Run 1, nets reached from selected ports:
Scale: 2 px per µm.
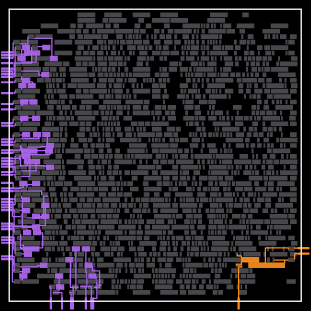
Run 1, local utilization:
Scale: 2 px per µm. The die is cut into 15 by 15 equal tiles; dark blue is low, red is high, 0 to 100% covered.
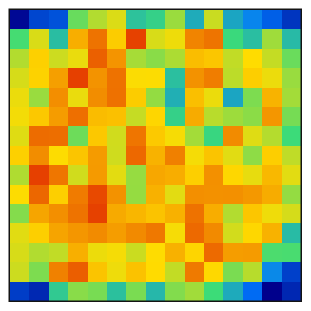
Run 1, signal wires on met4:
Scale: 2 px per µm. Supply wires on this layer in grey.
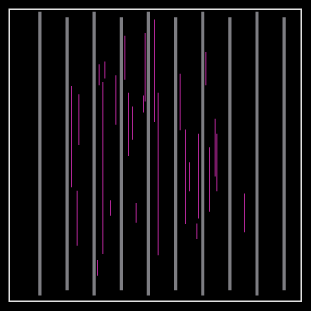
Run 1, routing congestion map:
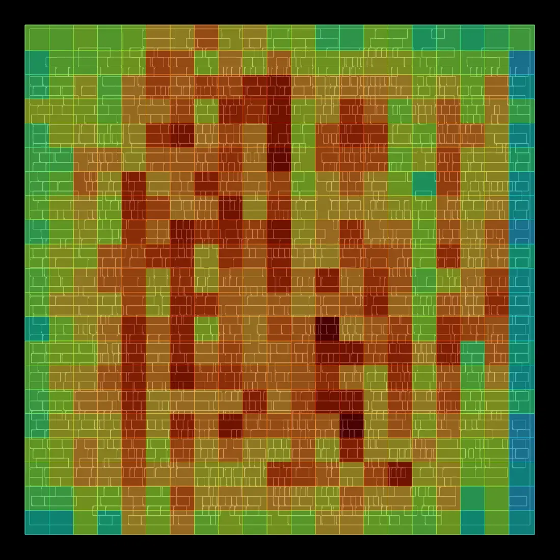
`src/rtl/logit_vote_classifier_if.sv`:
```
// Logit-in / decision-out handshake bundle
// for the vote classifier.
interface logit_vote_classifier_if #(
  parameter int OUTPUT_SIZE = 3,
  parameter int DATA_WIDTH  = 16,
  parameter int VOTE_WINDOW = 4,
  parameter int ACC_WIDTH   = 24,
  parameter int CLS_WIDTH   = 2
);
  localparam int VCW = $clog2(VOTE_WINDOW) + 1;

  logic                              i_valid;
  logic                              i_ready;
  logic [OUTPUT_SIZE*DATA_WIDTH-1:0] i_logits;
  logic                              i_clear;
  logic                              o_valid;
  logic                              o_ready;
  logic [CLS_WIDTH-1:0]              o_class;
  logic [VCW-1:0]                    o_votes;
  logic signed [ACC_WIDTH:0]         o_margin;

  modport master (
    output i_valid, i_logits, i_clear, o_ready,
    input  i_ready, o_valid, o_class, o_votes, o_margin
  );

  modport slave (
    input  i_valid, i_logits, i_clear, o_ready,
    output i_ready, o_valid, o_class, o_votes, o_margin
  );
endinterface

```
`src/rtl/logit_vote_classifier.sv`:
```
// Windowed argmax voter: one class per cycle,
// emits class, vote count and sum margin.
module logit_vote_classifier #(
  parameter int OUTPUT_SIZE = 3,
  parameter int DATA_WIDTH  = 16,
  parameter int VOTE_WINDOW = 4,
  parameter int ACC_WIDTH   = 24,
  parameter int CLS_WIDTH   = 2
) (
  input logic clk,
  input logic rst_n,
  logit_vote_classifier_if.slave bus
);
  localparam int VCW = $clog2(VOTE_WINDOW) + 1;
  localparam logic [CLS_WIDTH-1:0] LAST_IDX =
    CLS_WIDTH'(OUTPUT_SIZE - 1);
  localparam logic [VCW-1:0] WIN_N = VCW'(VOTE_WINDOW);

  typedef enum logic [2:0] {
    IDLE, SCAN, UPDATE, DECIDE, MARGIN, DONE
  } state_t;

  state_t state, state_nx;

  logic signed [DATA_WIDTH-1:0] lg    [OUTPUT_SIZE];
  logic signed [ACC_WIDTH-1:0]  sum   [OUTPUT_SIZE];
  logic [VCW-1:0]               votes [OUTPUT_SIZE];
  logic [VCW-1:0]               cnt;
  logic [CLS_WIDTH-1:0]         idx;
  logic [CLS_WIDTH-1:0]         best;
  logic [CLS_WIDTH-1:0]         win;
  logic signed [ACC_WIDTH-1:0]  max_o;
  logic                         max_ok;

  logic                         o_valid_q;
  logic [CLS_WIDTH-1:0]         o_class_q;
  logic [VCW-1:0]               o_votes_q;
  logic signed [ACC_WIDTH:0]    o_margin_q;

  logic                         accept;
  logic                         last;
  logic                         beat;
  logic                         take_max;
  logic signed [ACC_WIDTH-1:0]  max_nx;
  logic signed [ACC_WIDTH:0]    margin;

  assign bus.i_ready  = (state == IDLE) && !bus.i_clear;
  assign accept       = bus.i_valid && bus.i_ready;
  assign last         = idx == LAST_IDX;
  assign bus.o_valid  = o_valid_q;
  assign bus.o_class  = o_class_q;
  assign bus.o_votes  = o_votes_q;
  assign bus.o_margin = o_margin_q;

  // Per-class compare terms for the serial winner and margin scans
  always_comb begin
    beat = (votes[idx] > votes[win]) ||
           ((votes[idx] == votes[win]) &&
            (sum[idx] > sum[win]));
    take_max = (idx != win) &&
               (!max_ok || (sum[idx] > max_o));
    max_nx = take_max ? sum[idx] : max_o;
    margin = (ACC_WIDTH+1)'(sum[win]) -
             (ACC_WIDTH+1)'(max_nx);
  end

  // State register
  always_ff @(posedge clk or negedge rst_n) begin
    if (!rst_n) state <= IDLE;
    else        state <= state_nx;
  end

  // Next-state decode
  always_comb begin
    state_nx = state;
    unique case (state)
      IDLE:   if (accept) state_nx = SCAN;
      SCAN:   if (last) state_nx = UPDATE;
      UPDATE: state_nx = ((cnt + 1'b1) == WIN_N) ?
                         DECIDE : IDLE;
      DECIDE: if (last) state_nx = MARGIN;
      MARGIN: if (last) state_nx = DONE;
      DONE:   if (bus.o_ready) state_nx = IDLE;
      default: state_nx = IDLE;
    endcase
  end

  // Window accumulators, serial scans and output registers
  always_ff @(posedge clk or negedge rst_n) begin
    if (!rst_n) begin
      for (int k = 0; k < OUTPUT_SIZE; k++) begin
        lg[k]    <= '0;
        sum[k]   <= '0;
        votes[k] <= '0;
      end
      cnt        <= '0;
      idx        <= '0;
      best       <= '0;
      win        <= '0;
      max_o      <= '0;
      max_ok     <= 1'b0;
      o_valid_q  <= 1'b0;
      o_class_q  <= '0;
      o_votes_q  <= '0;
      o_margin_q <= '0;
    end else begin
      unique case (state)
        IDLE: begin
          idx <= '0;
          if (bus.i_clear) begin
            for (int k = 0; k < OUTPUT_SIZE; k++) begin
              sum[k]   <= '0;
              votes[k] <= '0;
            end
            cnt <= '0;
          end else if (accept) begin
            for (int k = 0; k < OUTPUT_SIZE; k++)
              lg[k] <= bus.i_logits[k*DATA_WIDTH +: DATA_WIDTH];
          end
        end
        SCAN: begin
          sum[idx] <= sum[idx] + ACC_WIDTH'(lg[idx]);
          if (idx == '0)
            best <= '0;
          else if (lg[idx] > lg[best])
            best <= idx;
          idx <= last ? '0 : idx + 1'b1;
        end
        UPDATE: begin
          votes[best] <= votes[best] + 1'b1;
          cnt         <= cnt + 1'b1;
          idx         <= '0;
        end
        DECIDE: begin
          if (idx == '0)
            win <= '0;
          else if (beat)
            win <= idx;
          if (last) max_ok <= 1'b0;
          idx <= last ? '0 : idx + 1'b1;
        end
        MARGIN: begin
          max_o <= max_nx;
          if (take_max) max_ok <= 1'b1;
          if (last) begin
            o_valid_q  <= 1'b1;
            o_class_q  <= win;
            o_votes_q  <= votes[win];
            o_margin_q <= margin;
          end
          idx <= last ? '0 : idx + 1'b1;
        end
        DONE: begin
          idx <= '0;
          if (bus.o_ready) begin
            o_valid_q <= 1'b0;
            for (int k = 0; k < OUTPUT_SIZE; k++) begin
              sum[k]   <= '0;
              votes[k] <= '0;
            end
            cnt <= '0;
          end
        end
        default: idx <= '0;
      endcase
    end
  end
endmodule

```
`src/flat_wrapper.sv`:
```
// flat-port wrapper written by rule: the top's interface ports become plain ports
module logit_vote_classifier_flat 
#(
  parameter int OUTPUT_SIZE = 3,
  parameter int DATA_WIDTH  = 16,
  parameter int VOTE_WINDOW = 4,
  parameter int ACC_WIDTH   = 24,
  parameter int CLS_WIDTH   = 2
)
  (clk, rst_n, bus_i_valid, bus_i_logits, bus_i_clear, bus_o_ready, bus_i_ready, bus_o_valid, bus_o_class, bus_o_votes, bus_o_margin);
  logit_vote_classifier_if #(.OUTPUT_SIZE(OUTPUT_SIZE), .DATA_WIDTH(DATA_WIDTH), .VOTE_WINDOW(VOTE_WINDOW), .ACC_WIDTH(ACC_WIDTH), .CLS_WIDTH(CLS_WIDTH)) bus_i ();
  input logic clk;
  input logic rst_n;
  input wire logic [$bits(bus_i.i_valid)-1:0] bus_i_valid;
  input wire logic [$bits(bus_i.i_logits)-1:0] bus_i_logits;
  input wire logic [$bits(bus_i.i_clear)-1:0] bus_i_clear;
  input wire logic [$bits(bus_i.o_ready)-1:0] bus_o_ready;
  output wire logic [$bits(bus_i.i_ready)-1:0] bus_i_ready;
  output wire logic [$bits(bus_i.o_valid)-1:0] bus_o_valid;
  output wire logic [$bits(bus_i.o_class)-1:0] bus_o_class;
  output wire logic [$bits(bus_i.o_votes)-1:0] bus_o_votes;
  output wire logic [$bits(bus_i.o_margin)-1:0] bus_o_margin;
  assign bus_i.i_valid = bus_i_valid;
  assign bus_i.i_logits = bus_i_logits;
  assign bus_i.i_clear = bus_i_clear;
  assign bus_i.o_ready = bus_o_ready;
  assign bus_i_ready = bus_i.i_ready;
  assign bus_o_valid = bus_i.o_valid;
  assign bus_o_class = bus_i.o_class;
  assign bus_o_votes = bus_i.o_votes;
  assign bus_o_margin = bus_i.o_margin;
  logit_vote_classifier #(.OUTPUT_SIZE(OUTPUT_SIZE), .DATA_WIDTH(DATA_WIDTH), .VOTE_WINDOW(VOTE_WINDOW), .ACC_WIDTH(ACC_WIDTH), .CLS_WIDTH(CLS_WIDTH)) u_core (.clk(clk), .rst_n(rst_n), .bus(bus_i));
endmodule
```
`config.mk`:
```
export PLATFORM = sky130hd
export DESIGN_NAME = logit_vote_classifier_flat
export DESIGN_NICKNAME = d
export VERILOG_FILES = /design/src/rtl/logit_vote_classifier_if.sv /design/src/rtl/logit_vote_classifier.sv /design/src/flat_wrapper.sv
export SDC_FILE = /design/constraint.sdc
export NUM_CORES = 1
export LEC_CHECK = 0
export CAP_MARGIN = 20
export CORE_UTILIZATION = 65
export CTS_BUF_LIST = sky130_fd_sc_hd__clkbuf_8
export CTS_CLUSTER_SIZE = 30
export DETAILED_ROUTE_END_ITERATION = 12
export PLACE_DENSITY = 0.83
export SLEW_MARGIN = 20
export SYNTH_ARGS = -nofsm -noshare
export SYNTH_HDL_FRONTEND = slang
export SYNTH_SLANG_ARGS = --single-unit
```
`constraint.sdc`:
```
create_clock -name clk -period 14.79 [get_ports clk]
set_input_delay 1.479 -clock clk [delete_from_list [all_inputs] [get_ports clk]]
set_output_delay 1.479 -clock clk [all_outputs]
set_load 0.05 [all_outputs]
```
==> notes.md, run 1 <==
The run has ended; figures from its reports follow.

The flow ran to the end, and the final reports show no timing, DRC or antenna violations. The dominant register cell in the synthesized netlist is sky130_fd_sc_hd__dfrtp_1. The site row count is 52. The width of the die is 145 µm. The most repeated library cell on the critical path is sky130_fd_sc_hd__o21ai_0. The post-DP HPWL came out at 23.5 mm. The final net count is 1,679. Setup repair after global routing left no endpoint under its margin. The standard cell area after detailed placement came out at 0.0144 mm². The synthesized instance count came out at 1,460.

The register-to-register path setup slack came out at 8.26 ns. The number of cells on the worst reg-to-reg path came out at 22. The total standard cell area after synthesis is 0.0133 mm². For this configuration, the core starts out at a cell density of 66.1%. Entering global routing, the biggest net connects 115 pins.

The critical path endpoint has a required time of 15.15 ns. The initial antenna violation count came out at 0. STA classifies the critical path startpoint as a flop. The clock sink count came out at 197.

The Yosys warning count came out at 0. The fraction of the yosys area taken by sequential cells is 37.0%. The reg-to-reg endpoint is u_core.bus.o_margin[22]. The final weighted congestion in routability-driven placement is 0.914.

The top cell type in the final layout, fill and taps aside, is sky130_fd_sc_hd__dfrtp_1. The share of flip-flops with an asynchronous set or reset after synthesis came out at 100%. The script logs the ratio of routed vias to standard cells as 6.27.

The post-cts sizing count is 0. The relative max-transition margin came out at 26.5%. Per the detail_route report, DRC violations left total 0. The routed layout has 11,200 vias. The clock latency on the worst-skew pair came out at 0.49 ns. Hold analysis lists the worst path endpoint as u_core.bus.o_margin[5]. The routing layer with the top usage in global route is met2. The count of buffers inserted at the top-level ports came out at 84. The gate-level netlist out of Yosys references 75 unique cell types. The number of failing hold endpoints at the final stage is 0. The storage element area came out at 0.00493 mm². For reference, the most critical setup path is categorized as reg2reg. The met3 wire length came out at 2.39 mm. For reference, the top cells by area after synthesis are sky130_fd_sc_hd__dfrtp_1 37%, sky130_fd_sc_hd__ha_1 11%, sky130_fd_sc_hd__mux2i_1 6.8%, sky130_fd_sc_hd__o21ai_0 5.2%, sky130_fd_sc_hd__nand2_1 4.8%.

Per the timing report, the biggest fanout along the worst path comes to 51. In this run the full chip footprint comes out at 0.0211 mm². The synthesized area per cell is 9.14 µm².

The transition time at the pin with the least slew margin is 1.10 ns. The number of violations of the max-capacitance limit came out at 0. The final cell count without fillers is 1,793. The largest individual stage delay along the critical path comes from the cell sky130_fd_sc_hd__o21ai_0. For reference, the final report shows the max-slew violation count at 0.

The capturing element of the worst setup path is u_core.bus.o_margin[22]. The area share of the largest cell type after synthesis is 37.0%. The global route total overflow is 0. Across all stage logs, warnings added up to 28. Setup violations remaining at the end of the flow were counted as 0. The buffer count from post-CTS setup fixing came out at 0. Per the cell usage report, the commonest logic cells after layout are 196 x sky130_fd_sc_hd__dfrtp_1, 166 x sky130_fd_sc_hd__nand2_1, 139 x sky130_fd_sc_hd__o21ai_0.

The number of diodes is 0. The path class of the lowest-slack min-delay path is reg2reg. The post-synthesis net count is 1,629. Along the worst hold path, the cell count comes to 2. STA lists the startpoint of the worst hold path as u_core.bus.o_margin[5]. The synthesized design contains 0 enable-type register cells. The maximum count of clock buffers along a single path is 2. The vertical die dimension reported for this design is 145 µm.

The final-layout setup total negative slack came out at 0 ns. The number of flip-flops and latches in the synthesized netlist is 197.

The number of fillers in the final layout came out at 1,572. The sum of routed wire length over all layers is 32.7 mm. Detailed routing placed a total of 15.0 mm of wire on met2. The critical path arrival came out at 6.89 ns. Listed in order, past its start point the critical path passes buf_4 > mux2i_1 > o21ai_0 > ha_1 > nor2b_1 > o211ai_1 > a21oi_1 > o311a_1 > o21ai_0 > nand2_1 > o21ai_0 > ha_1 > inv_1 > fa_1 > a21o_1 > maj3_1 > a31oi_4 > a221oi_4 > a211oi_4 > o21ai_1 > xnor2_1 > o21ai_0.

The signed area change from the synthesized netlist to the final layout came out at 10.9%. The critical register-to-register path startpoint is u_core.idx[1]. Sorting the Yosys area breakdown by cell type puts at the top sky130_fd_sc_hd__dfrtp_1.

The stat command in Yosys gives a chip area of 0.0133 mm². The final report gives the standard cell area, fillers excluded, as 0.0148 mm². For this design the top-level I/O count stands at 85.

OpenSTA lists the critical path startpoint as u_core.idx[1]. For the final database, setup skew stands at 0.0185 ns. The depth of the CTS H-tree is 4. For the finished layout, the period the worst path requires is 6.53 ns. The global-route met3 utilization is 4.18%.
Back to the opening pictures, 'nets reached from selected ports':
legend:
  orange:
    port: bus_o_votes
    direction: output
    edge: 2 right, 1 bottom
    end_cells: 3
    buffers: 3
    wire: 74.3 µm
  purple:
    port: bus_i_logits
    direction: input
    edge: 41 left, 7 bottom
    end_cells: 48
    buffers: 48
    wire: 790 µm

Back to the opening pictures, 'local utilization':
nearly empty tiles: 0.90%
tiles over 75% full: 46%
fullest tile: 93%
mean over tiles: 69%

Back to the opening pictures, 'signal wires on met4':
wire length on this layer: 762 µm
longest straight run: 85.7 µm
main direction: vertical
share of all routed wire: 2.3%

Back to the opening pictures, 'routing congestion map':
Routed WL per cell: 18.3 µm
GR Util met2: 51.1%
Layout Utilization: 73.4%
Global Route met1 Usage: 44.7%
total global routing track utilization: 31.9%

## run 1: flip-flops by register name, indices dropped and copies added (netlist names)
register	cells
u_core.bus.o_votes	3
u_core.win	2
u_core.bus.o_class	2
u_core.bus.o_valid	1
u_core.max_ok	1
u_core.state	3
u_core.idx	2
u_core.lg	48
u_core.best	2
u_core.sum	72
u_core.bus.o_margin	25
u_core.cnt	3
u_core.max_o	24
u_core.votes	9
## run 1: critical path: cells and delay by family, from the launching register on
kind            cells  cell delay (ns)
simple gates        2             0.22
compound gates     12             3.27
xor+xnor            1             0.16
buf+inv             2             0.77
flops               1             0.38
fa+ha+maj           4             1.40
mux                 1             0.15
## run 1: through the flow
stage | hold slack, ns | util (%) | setup slack [ns]
after floorplan | 0.450 | - | 8.77
after global placement | 0.460 | 71.4 | 8.54
after detailed placement | 0.464 | 71.4 | 8.37
after CTS | 0.492 | 73.3 | 8.34
after global routing | 0.506 | 73.4 | 7.67
final | 0.486 | 73.4 | 8.26
## run 1: cell usage after synthesis (5+ instances only)
| master | n |
|---|---|
| sky130_fd_sc_hd__nor2_1 | 113 |
| sky130_fd_sc_hd__and2_1 | 7 |
| sky130_fd_sc_hd__nand2_1 | 169 |
| sky130_fd_sc_hd__dfrtp_1 | 197 |
| sky130_fd_sc_hd__nand3_1 | 20 |
| sky130_fd_sc_hd__o21ai_0 | 139 |
| sky130_fd_sc_hd__a211oi_1 | 5 |
| sky130_fd_sc_hd__o21ai_1 | 5 |
| sky130_fd_sc_hd__ha_1 | 114 |
| sky130_fd_sc_hd__a22o_1 | 66 |
| sky130_fd_sc_hd__nor3_1 | 14 |
| sky130_fd_sc_hd__buf_1 | 17 |
| sky130_fd_sc_hd__o21a_1 | 5 |
| sky130_fd_sc_hd__clkbuf_1 | 51 |
| sky130_fd_sc_hd__nand2b_1 | 9 |
| sky130_fd_sc_hd__mux2i_1 | 91 |
| sky130_fd_sc_hd__nor2b_1 | 13 |
| sky130_fd_sc_hd__inv_1 | 65 |
| sky130_fd_sc_hd__a31oi_1 | 5 |
| sky130_fd_sc_hd__xnor2_1 | 33 |
| sky130_fd_sc_hd__mux2_2 | 49 |
| sky130_fd_sc_hd__a21oi_1 | 112 |
| sky130_fd_sc_hd__and3_1 | 5 |
| sky130_fd_sc_hd__xor2_1 | 13 |
| sky130_fd_sc_hd__nand4_1 | 18 |
| sky130_fd_sc_hd__or3_1 | 5 |
| sky130_fd_sc_hd__a21o_1 | 48 |
## run 1: cell families after synthesis
kind of cell | synth area share, %
mux | 11.2
simple gates | 12.7
fa+ha+maj | 11.2
compound gates | 20.8
flops | 37.0
xor+xnor | 3.14
buf+inv | 3.98
## run 1: cell type report
class / instances / share of cell area (%)
clock inverters: 15 / 0.938
multi-input cells: 1125 / 53.5
repair buffers: 104 / 6.75
well taps: 270 / 2.28
flip-flops and latches: 197 / 33.3
inverters: 65 / 1.65
clock buffers: 17 / 1.58
--- run 2 (diff from run 1) ---
--- a/config.mk
+++ b/config.mk
@@ -6,11 +6,11 @@
 export NUM_CORES = 1
 export LEC_CHECK = 0
 export CAP_MARGIN = 20
-export CORE_UTILIZATION = 65
+export CORE_UTILIZATION = 62
 export CTS_BUF_LIST = sky130_fd_sc_hd__clkbuf_8
 export CTS_CLUSTER_SIZE = 30
 export DETAILED_ROUTE_END_ITERATION = 12
-export PLACE_DENSITY = 0.83
+export PLACE_DENSITY = 0.8
 export SLEW_MARGIN = 20
 export SYNTH_ARGS = -nofsm -noshare
 export SYNTH_HDL_FRONTEND = slang
==> constraint.sdc (replaced) <==
create_clock -name clk -period 6.8 [get_ports clk]
set_input_delay 0.68 -clock clk [delete_from_list [all_inputs] [get_ports clk]]
set_output_delay 0.68 -clock clk [all_outputs]
set_load 0.05 [all_outputs]
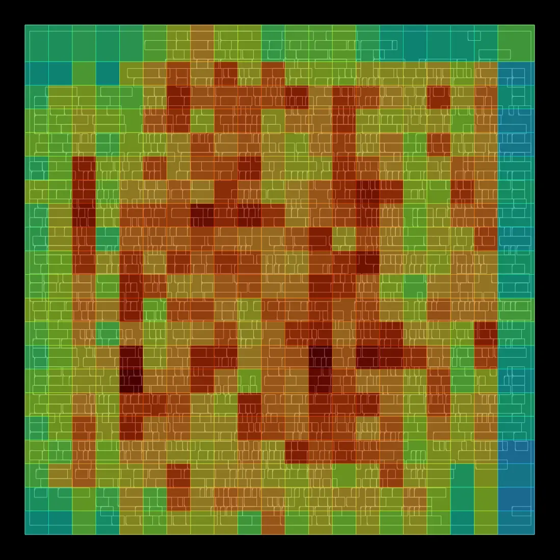
Run 2: routing congestion map
global-route met3 utilization: 4.88%
total global routing track utilization: 30.9%
Layout Utilization: 70.3%
Global Route met1 Usage: 43.6%

==> run 2 against run 1 <==
Net effect:
- routed wire length increased by 0.49%
- via count decreased by 0.93%
- first-iteration DRC count decreased by 19%
- highest routed layer unchanged
- largest cell class unchanged
- critical endpoint is now u_core.bus.o_margin[21]
==> notes.md, run 2 <==
The run has ended; figures from its reports follow.

The biggest area contributor in the post-synthesis netlist is sky130_fd_sc_hd__dfrtp_1. The post-route clock skew is 0.0147 ns. In this run the critical register-to-register path is launched from u_core.idx[1].

Detailed routing placed a total of 14.9 mm of wire on met2. The library cells used most frequently in the layout, excluding fill and tap cells, are 196 x sky130_fd_sc_hd__dfrtp_1, 166 x sky130_fd_sc_hd__nand2_1, 138 x sky130_fd_sc_hd__o21ai_0. The max-slew violation count is 0.

The final weighted congestion in routability-driven placement is 0.931. The number of setup buffers added after CTS is 0. The core utilization before placement came out at 63.3%. STA classifies the critical path startpoint as a flop. u_core.sum holds more flip-flops than any other register. The post-route DRC violation count came out at 0. The clock sink count came out at 197. The Yosys warning count is 0.

The number of setup violations in the final report is 0. The number of antenna diodes in the final layout is 0. The clock latency on the worst-skew pair came out at 0.49 ns. The area share of the largest cell type after synthesis is 37.0%.

The number of fillers in the final layout came out at 1,666. The post-synthesis net count came out at 1,629. The full die area is 0.0221 mm². Per Yosys stat, the portion of area used by sequential elements is 37.0%. The OpenROAD warning count came out at 29. The first-pass iteration count of the detailed router came out at 5.

Setup repair after global routing left no endpoint under its margin. STA lists the maximum fanout along the critical path as 42.

The number of violations of the max-capacitance limit came out at 0. The synthesized-area fraction occupied by ao, oa, aoi and oai cells is 20.8%.

The die is 149 µm tall. The pin count of the biggest net entering global routing came out at 127. The routed design could run at a clock period as short as 6.07 ns. The number of flip-flops and latches in the synthesized netlist came out at 197. The register with the most flip-flops in the layout has 72 of them.

The hold slack came out at 0.288 ns. The synthesized instance count is 1,460. The number of enable-type register cells in the synthesized netlist is 0.

By count the netlist is led by 197 x sky130_fd_sc_hd__dfrtp_1, 169 x sky130_fd_sc_hd__nand2_1, 139 x sky130_fd_sc_hd__o21ai_0. The setup path with the least slack is of type reg2reg. The global route total overflow came out at 0.

The post-DP HPWL came out at 24.1 mm. The clock passes through at most 2 buffers. The transition time at the pin with the least slew margin is 1.12 ns. The initial antenna violation count was 0.

The number of failing hold endpoints at the final stage came out at 0. The count of buffers inserted at the top-level ports is 84. STA on the placed design reports a worst setup slack of 0.789 ns.

The synthesized area per cell came out at 9.14 µm². The simple-gate share of the synthesized area came out at 12.7%. The dominant register cell in the synthesized netlist is sky130_fd_sc_hd__dfrtp_1. The width of the die came out at 149 µm. The post-cts sizing count is 0.

The reg-to-reg endpoint is u_core.bus.o_margin[21]. By area the synthesized netlist is led by sky130_fd_sc_hd__dfrtp_1 37%, sky130_fd_sc_hd__ha_1 11%, sky130_fd_sc_hd__mux2i_1 6.8%, sky130_fd_sc_hd__o21ai_0 5.2%, sky130_fd_sc_hd__nand2_1 4.8%. The area share of fa/ha/maj cells after synthesis came out at 11.2%. In this run the register-to-register setup slack is 0.73 ns. The chip area estimate from yosys synthesis came out at 0.0133 mm².

The most frequently used cell type in the post-synthesis netlist is sky130_fd_sc_hd__dfrtp_1. The met3 wire length is 2.12 mm. The signed area change from the synthesized netlist to the final layout came out at 11.1%. The via count is 11,100. The data required time of the critical path came out at 7.16 ns. The routed design has 32.9 mm of wire. The boundary pin count is 85. The final net count came out at 1,677. The total standard cell area after synthesis came out at 0.0133 mm². The flow ran to the end, and the final reports show no timing, DRC or antenna violations. The share of flip-flops with an asynchronous set or reset after synthesis came out at 100%. The min-delay analysis places its worst path in the category in2async. By instance count after routing, the leading logic cell type is sky130_fd_sc_hd__dfrtp_1.

In the synthesized netlist, the dominant kind of combinational cell is AND-OR/OR-AND gates. The number of vias per cell is 6.20. Per the synthesis report, the number of distinct cell types is 75. The relative max-transition margin came out at 25.4%. The critical path arrival is 6.43 ns. The site row count is 53. The final cell count without fillers came out at 1,796. The routed wirelength normalized by instance count is 18.3 µm.
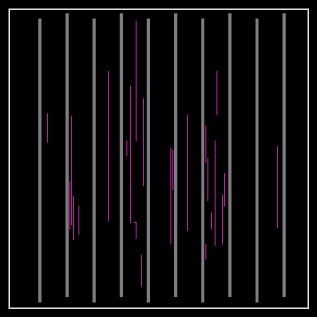
Run 2: signal wires on met4
Scale: 2 px per µm. Supply wires on this layer in grey.
longest straight run: 74.8 µm
main direction: vertical
wire length on this layer: 744 µm
nets with wire on the layer: 16

run 2: metal layers:
metal | global-route usage [%] | vias to the layer above
li1 | - | 5328
met1 | 43.6 | 5321
met2 | 48.4 | 429
met3 | 4.88 | 57
met4 | 10.4 | 0
met5 | 0 | -
run 2: worst max-delay path: stages (launching register included):
cell	delay, ns
sky130_fd_sc_hd__dfrtp_2	0.71
sky130_fd_sc_hd__buf_4	0.39
sky130_fd_sc_hd__mux2i_1	0.11
sky130_fd_sc_hd__o21ai_0	0.69
sky130_fd_sc_hd__ha_1	0.39
sky130_fd_sc_hd__nand4_1	0.13
sky130_fd_sc_hd__a21oi_1	0.07
sky130_fd_sc_hd__o311a_1	0.37
sky130_fd_sc_hd__o21a_1	0.24
sky130_fd_sc_hd__buf_4	0.28
sky130_fd_sc_hd__nor2_1	0.13
sky130_fd_sc_hd__a21oi_1	0.06
sky130_fd_sc_hd__ha_1	0.38
sky130_fd_sc_hd__a21o_1	0.21
sky130_fd_sc_hd__and2_1	0.17
sky130_fd_sc_hd__o221ai_1	0.22
sky130_fd_sc_hd__a2bb2oi_1	0.14
sky130_fd_sc_hd__a211oi_2	0.39
sky130_fd_sc_hd__a211oi_1	0.16
sky130_fd_sc_hd__nor3_2	0.28
sky130_fd_sc_hd__o2bb2ai_1	0.18
sky130_fd_sc_hd__xor2_1	0.15
sky130_fd_sc_hd__o21ai_0	0.08
run 2: per-stage QoR:
step,cell area (µm²),util [%]
finish,14800,70.3
global route,14800,70.3
CTS,14800,70.3
detailed placement,14400,68.3
global placement,14400,68.3
floorplan,13300,-
run 2: worst max path at each step:
stage                              from                      end  slack [ns]  depth (start not counted)
final                     u_core.idx[1]  u_core.bus.o_margin[21]        0.73                         22
after global placement    u_core.idx[1]  u_core.bus.o_margin[21]        0.93                         22
after global routing      u_core.idx[1]  u_core.bus.o_margin[22]        0.26                         22
after CTS                 u_core.idx[1]  u_core.bus.o_margin[14]        0.80                         21
after detailed placement  u_core.idx[1]  u_core.bus.o_margin[22]        0.79                         21
after floorplan           u_core.idx[1]  u_core.bus.o_margin[17]        0.78                         26
run 2: kinds of logic after synthesis:
kind of cell	after synthesis
AOI/OAI and AO/OA	430
and+or+nand+nor	387
DFF	197
muxes	142
buffers and inverters	138
adders and majority gates	119
xor gates and xnor gates	47
run 2: cell type report:
class	count	area, µm²	area share, %
inverter	65	244	1.65
clock inverter	13	156	1.05
tap	275	344	2.32
sequential	197	4930	33.3
multi-input combinational	1125	7910	53.3
timing repair buffer	102	981	6.62
clock buffer	19	262	1.76
--- run 3 (diff from run 2) ---
--- a/config.mk
+++ b/config.mk
@@ -6,9 +6,10 @@
 export NUM_CORES = 1
 export LEC_CHECK = 0
 export CAP_MARGIN = 20
+export CORE_ASPECT_RATIO = 1.4
 export CORE_UTILIZATION = 62
 export CTS_BUF_LIST = sky130_fd_sc_hd__clkbuf_8
-export CTS_CLUSTER_SIZE = 30
+export CTS_CLUSTER_SIZE = 24
 export DETAILED_ROUTE_END_ITERATION = 12
 export PLACE_DENSITY = 0.8
 export SLEW_MARGIN = 20
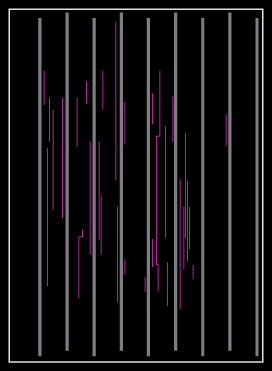
Run 3: signal wires on met4
Scale: 2 px per µm. Supply wires on this layer in grey.
main direction: vertical
longest straight run: 78.9 µm

==> run 3 against run 2 <==
Net effect:
- critical path type unchanged
- final area up 0.31%
- register-to-register slack worse by 0.31 ns
- sequential share of layout area is 0.10 points lower
==> notes.md, run 3 <==
The run has ended; figures from its reports follow.

The boundary pin count came out at 85. The post-cts hold-fix buffer tally is 0. The final layout reports a setup TNS of 0 ns.

Entering global routing, the biggest net connects 89 pins. The transition time at the pin with the least slew margin is 1.14 ns. The area share of the largest cell type after synthesis is 37.0%. The post-route clock skew came out at 0.0185 ns. The final timing report lists a max-slew violation count of 0.

The count of buffers inserted at the top-level ports came out at 84. The clock latency on the worst-skew pair is 0.50 ns.

The origin of the worst setup path is u_core.idx[1]. Across every metal layer, demand over resource in global routing totals 31.0%. The library cell used most frequently in the layout, excluding fill and tap cells, is sky130_fd_sc_hd__dfrtp_1.

Once synthesis finished, the tally of register bits stood at 197. Setup repair after global routing left no endpoint under its margin. The data required time of the critical path came out at 7.24 ns. The number of nets with antenna violations after detailed routing came out at 0. The fraction of the yosys area taken by sequential cells is 37.0%.

The unique cell type count in the Yosys netlist came out at 75. The full die area came out at 0.0221 mm². The cell taking the most area after synthesis is sky130_fd_sc_hd__dfrtp_1. The clock sink count is 197. The site row count came out at 63. The critical path arrival came out at 6.81 ns.

The width of the die is 126 µm. Before antenna repair, the detailed router went through 5 iterations. The number of flip-flops under the largest register name came out at 72. The synthesized netlist occupies a cell area of 0.0133 mm². The synthesis report lists the Yosys warning total as 0. The core utilization before placement is 63.2%. By instance count after routing, the leading logic cell types are 196 x sky130_fd_sc_hd__dfrtp_1, 166 x sky130_fd_sc_hd__nand2_1, 139 x sky130_fd_sc_hd__o21ai_0. The critical path is of the reg2reg type. Among all flip-flop cells after synthesis, the most frequent one is sky130_fd_sc_hd__dfrtp_1. The run finished with clean final reports. For reference, the top cells by area after synthesis are sky130_fd_sc_hd__dfrtp_1 37%, sky130_fd_sc_hd__ha_1 11%, sky130_fd_sc_hd__mux2i_1 6.8%, sky130_fd_sc_hd__o21ai_0 5.2%, sky130_fd_sc_hd__nand2_1 4.8%. Summed over all nets, the half-perimeter wirelength after detailed placement is 24.3 mm.

TritonRoute reported its final design rule violation total as 0. Wires add up to 32.4 mm.

The final weighted congestion in routability-driven placement came out at 0.954. The number of DRC markers in iteration 0 is 720. Of all nets on the critical path, the largest fanout is 16. The initial antenna violation count came out at 0. The number of failing hold endpoints at the final stage came out at 0. The clock period could shrink to 6.38 ns.

The final net count is 1,684. The OpenROAD warning count is 26. The critical path capture point type is a flop. The global route total overflow is 0.

STA classifies the critical path startpoint as a flop. The register bank with the most flops is u_core.sum. In this run the tightest slew margin relative to its limit is 23.4%. Counting instances in the post-synthesis netlist gives the leading cell types as 197 x sky130_fd_sc_hd__dfrtp_1, 169 x sky130_fd_sc_hd__nand2_1, 139 x sky130_fd_sc_hd__o21ai_0.

In the finished design, the share of the clock period the worst path needs comes to 93.8%. The share of flip-flops with an asynchronous set or reset after synthesis came out at 100%. The total cells reported by yosys after synthesis came out at 1,460. The layout summary lists the proportion of cells stronger than drive strength 1 as 8.70%.

The routed wirelength normalized by instance count is 18.1 µm. The number of vias per cell came out at 6.22. The depth of the CTS H-tree is 4. The maximum count of clock buffers along a single path is 2.

The post-cts sizing count is 0. The synthesized instance count is 1,460. sky130_fd_sc_hd__dfrtp_1 is the most common cell in the netlist.

The post-synthesis net count came out at 1,629. Note that the worst hold path type here is in2async. The number of enable-type register cells in the synthesized netlist is 0. The routed layout has 11,100 vias.

The tightest hold path in the finished design has a slack of 0.232 ns. The chip area line in the Yosys stat output reads 0.0133 mm². The worst register-to-register path begins at u_core.idx[1]. The number of setup violations in the final report is 0.

The die is 176 µm tall. The synthesized area per cell came out at 9.14 µm². From synthesis to final layout, the design area changed by 11.5%.

The number of violations of the max-capacitance limit came out at 0. The number of diodes is 0. The via count of the first global-routing pass is 11,100. The buffer count from post-CTS setup fixing is 0.
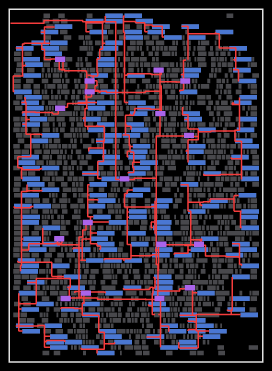
Run 3: clock distribution
Scale: 2 px per µm.
legend:
  purple:
    item: cells driving clock nets
    count: 17
  blue:
    item: flip-flops
    count: 197
  red:
    item: clock wires
    length: 2,230 µm
flops lie: spread over the die

-- run 3: cell families after synthesis --
kind of cell	share of synthesized area [%]
DFF	37.0
buffers and inverters	3.98
and+or+nand+nor	12.7
AOI/OAI and AO/OA	20.8
adders and majority gates	11.2
muxes	11.2
xor gates and xnor gates	3.14
-- run 3: per-stage QoR --
stage                     worst slack [ns]  utilization (%)  cell area [µm²]  std cells
after floorplan                      0.782                -            13300       1460
after global placement               0.791             68.3            14400       1756
after detailed placement             0.645             68.3            14400       1756
after CTS                            0.594             70.4            14900       1788
after global routing                 0.188             70.4            14900       1788
final                                0.422             70.4            14900       1788
-- run 3: layout make-up --
| cell class | count | area (µm²) |
|---|---|---|
| multi-input combinational | 1125 | 7910 |
| fill | 1673 | 6250 |
| sequential | 197 | 4930 |
| timing repair buffer | 109 | 1030 |
| tap | 260 | 325 |
| clock buffer | 19 | 262 |
| inverter | 65 | 244 |
| clock inverter | 13 | 170 |
-- run 3: worst paths after layout --
kind                                      endpoint  slack, ns  cells past startpoint
setup reg to reg           u_core.bus.o_margin[24]       0.42                     21
hold / removal               u_core.bus.o_votes[1]       0.23                      1
setup / recovery           u_core.bus.o_margin[24]       0.42                     21
hold reg to reg             u_core.bus.o_margin[1]       0.48                      2
min in group clk            u_core.bus.o_margin[1]       0.48                      2
max in group asynchronous            u_core.idx[1]       5.16                      2
-- run 3: worst max-delay path, stage by stage, from the launching register on --
cell and delay (ns):
sky130_fd_sc_hd__dfrtp_2 0.72, sky130_fd_sc_hd__buf_4 0.26, sky130_fd_sc_hd__mux2i_1 0.07, sky130_fd_sc_hd__o21ai_0 0.88
sky130_fd_sc_hd__ha_1 0.42, sky130_fd_sc_hd__a21oi_1 0.24, sky130_fd_sc_hd__a21oi_1 0.11, sky130_fd_sc_hd__o311a_1 0.37
sky130_fd_sc_hd__o21ai_0 0.50, sky130_fd_sc_hd__nand2_1 0.10, sky130_fd_sc_hd__o21ai_0 0.12, sky130_fd_sc_hd__ha_1 0.18
sky130_fd_sc_hd__inv_1 0.06, sky130_fd_sc_hd__fa_1 0.41, sky130_fd_sc_hd__a21o_1 0.21, sky130_fd_sc_hd__maj3_1 0.41
sky130_fd_sc_hd__a31oi_4 0.25, sky130_fd_sc_hd__a221oi_4 0.10, sky130_fd_sc_hd__a211oi_4 0.43, sky130_fd_sc_hd__o31ai_4 0.11
sky130_fd_sc_hd__a21oi_1 0.22, sky130_fd_sc_hd__a211o_1 0.12
-- run 3: layer usage --
metal,GRT usage (%),part of all wire [%]
met1,38.0,42
met2,54.0,50
met3,4.63,5.1
met4,13.6,3.3
met5,0,0
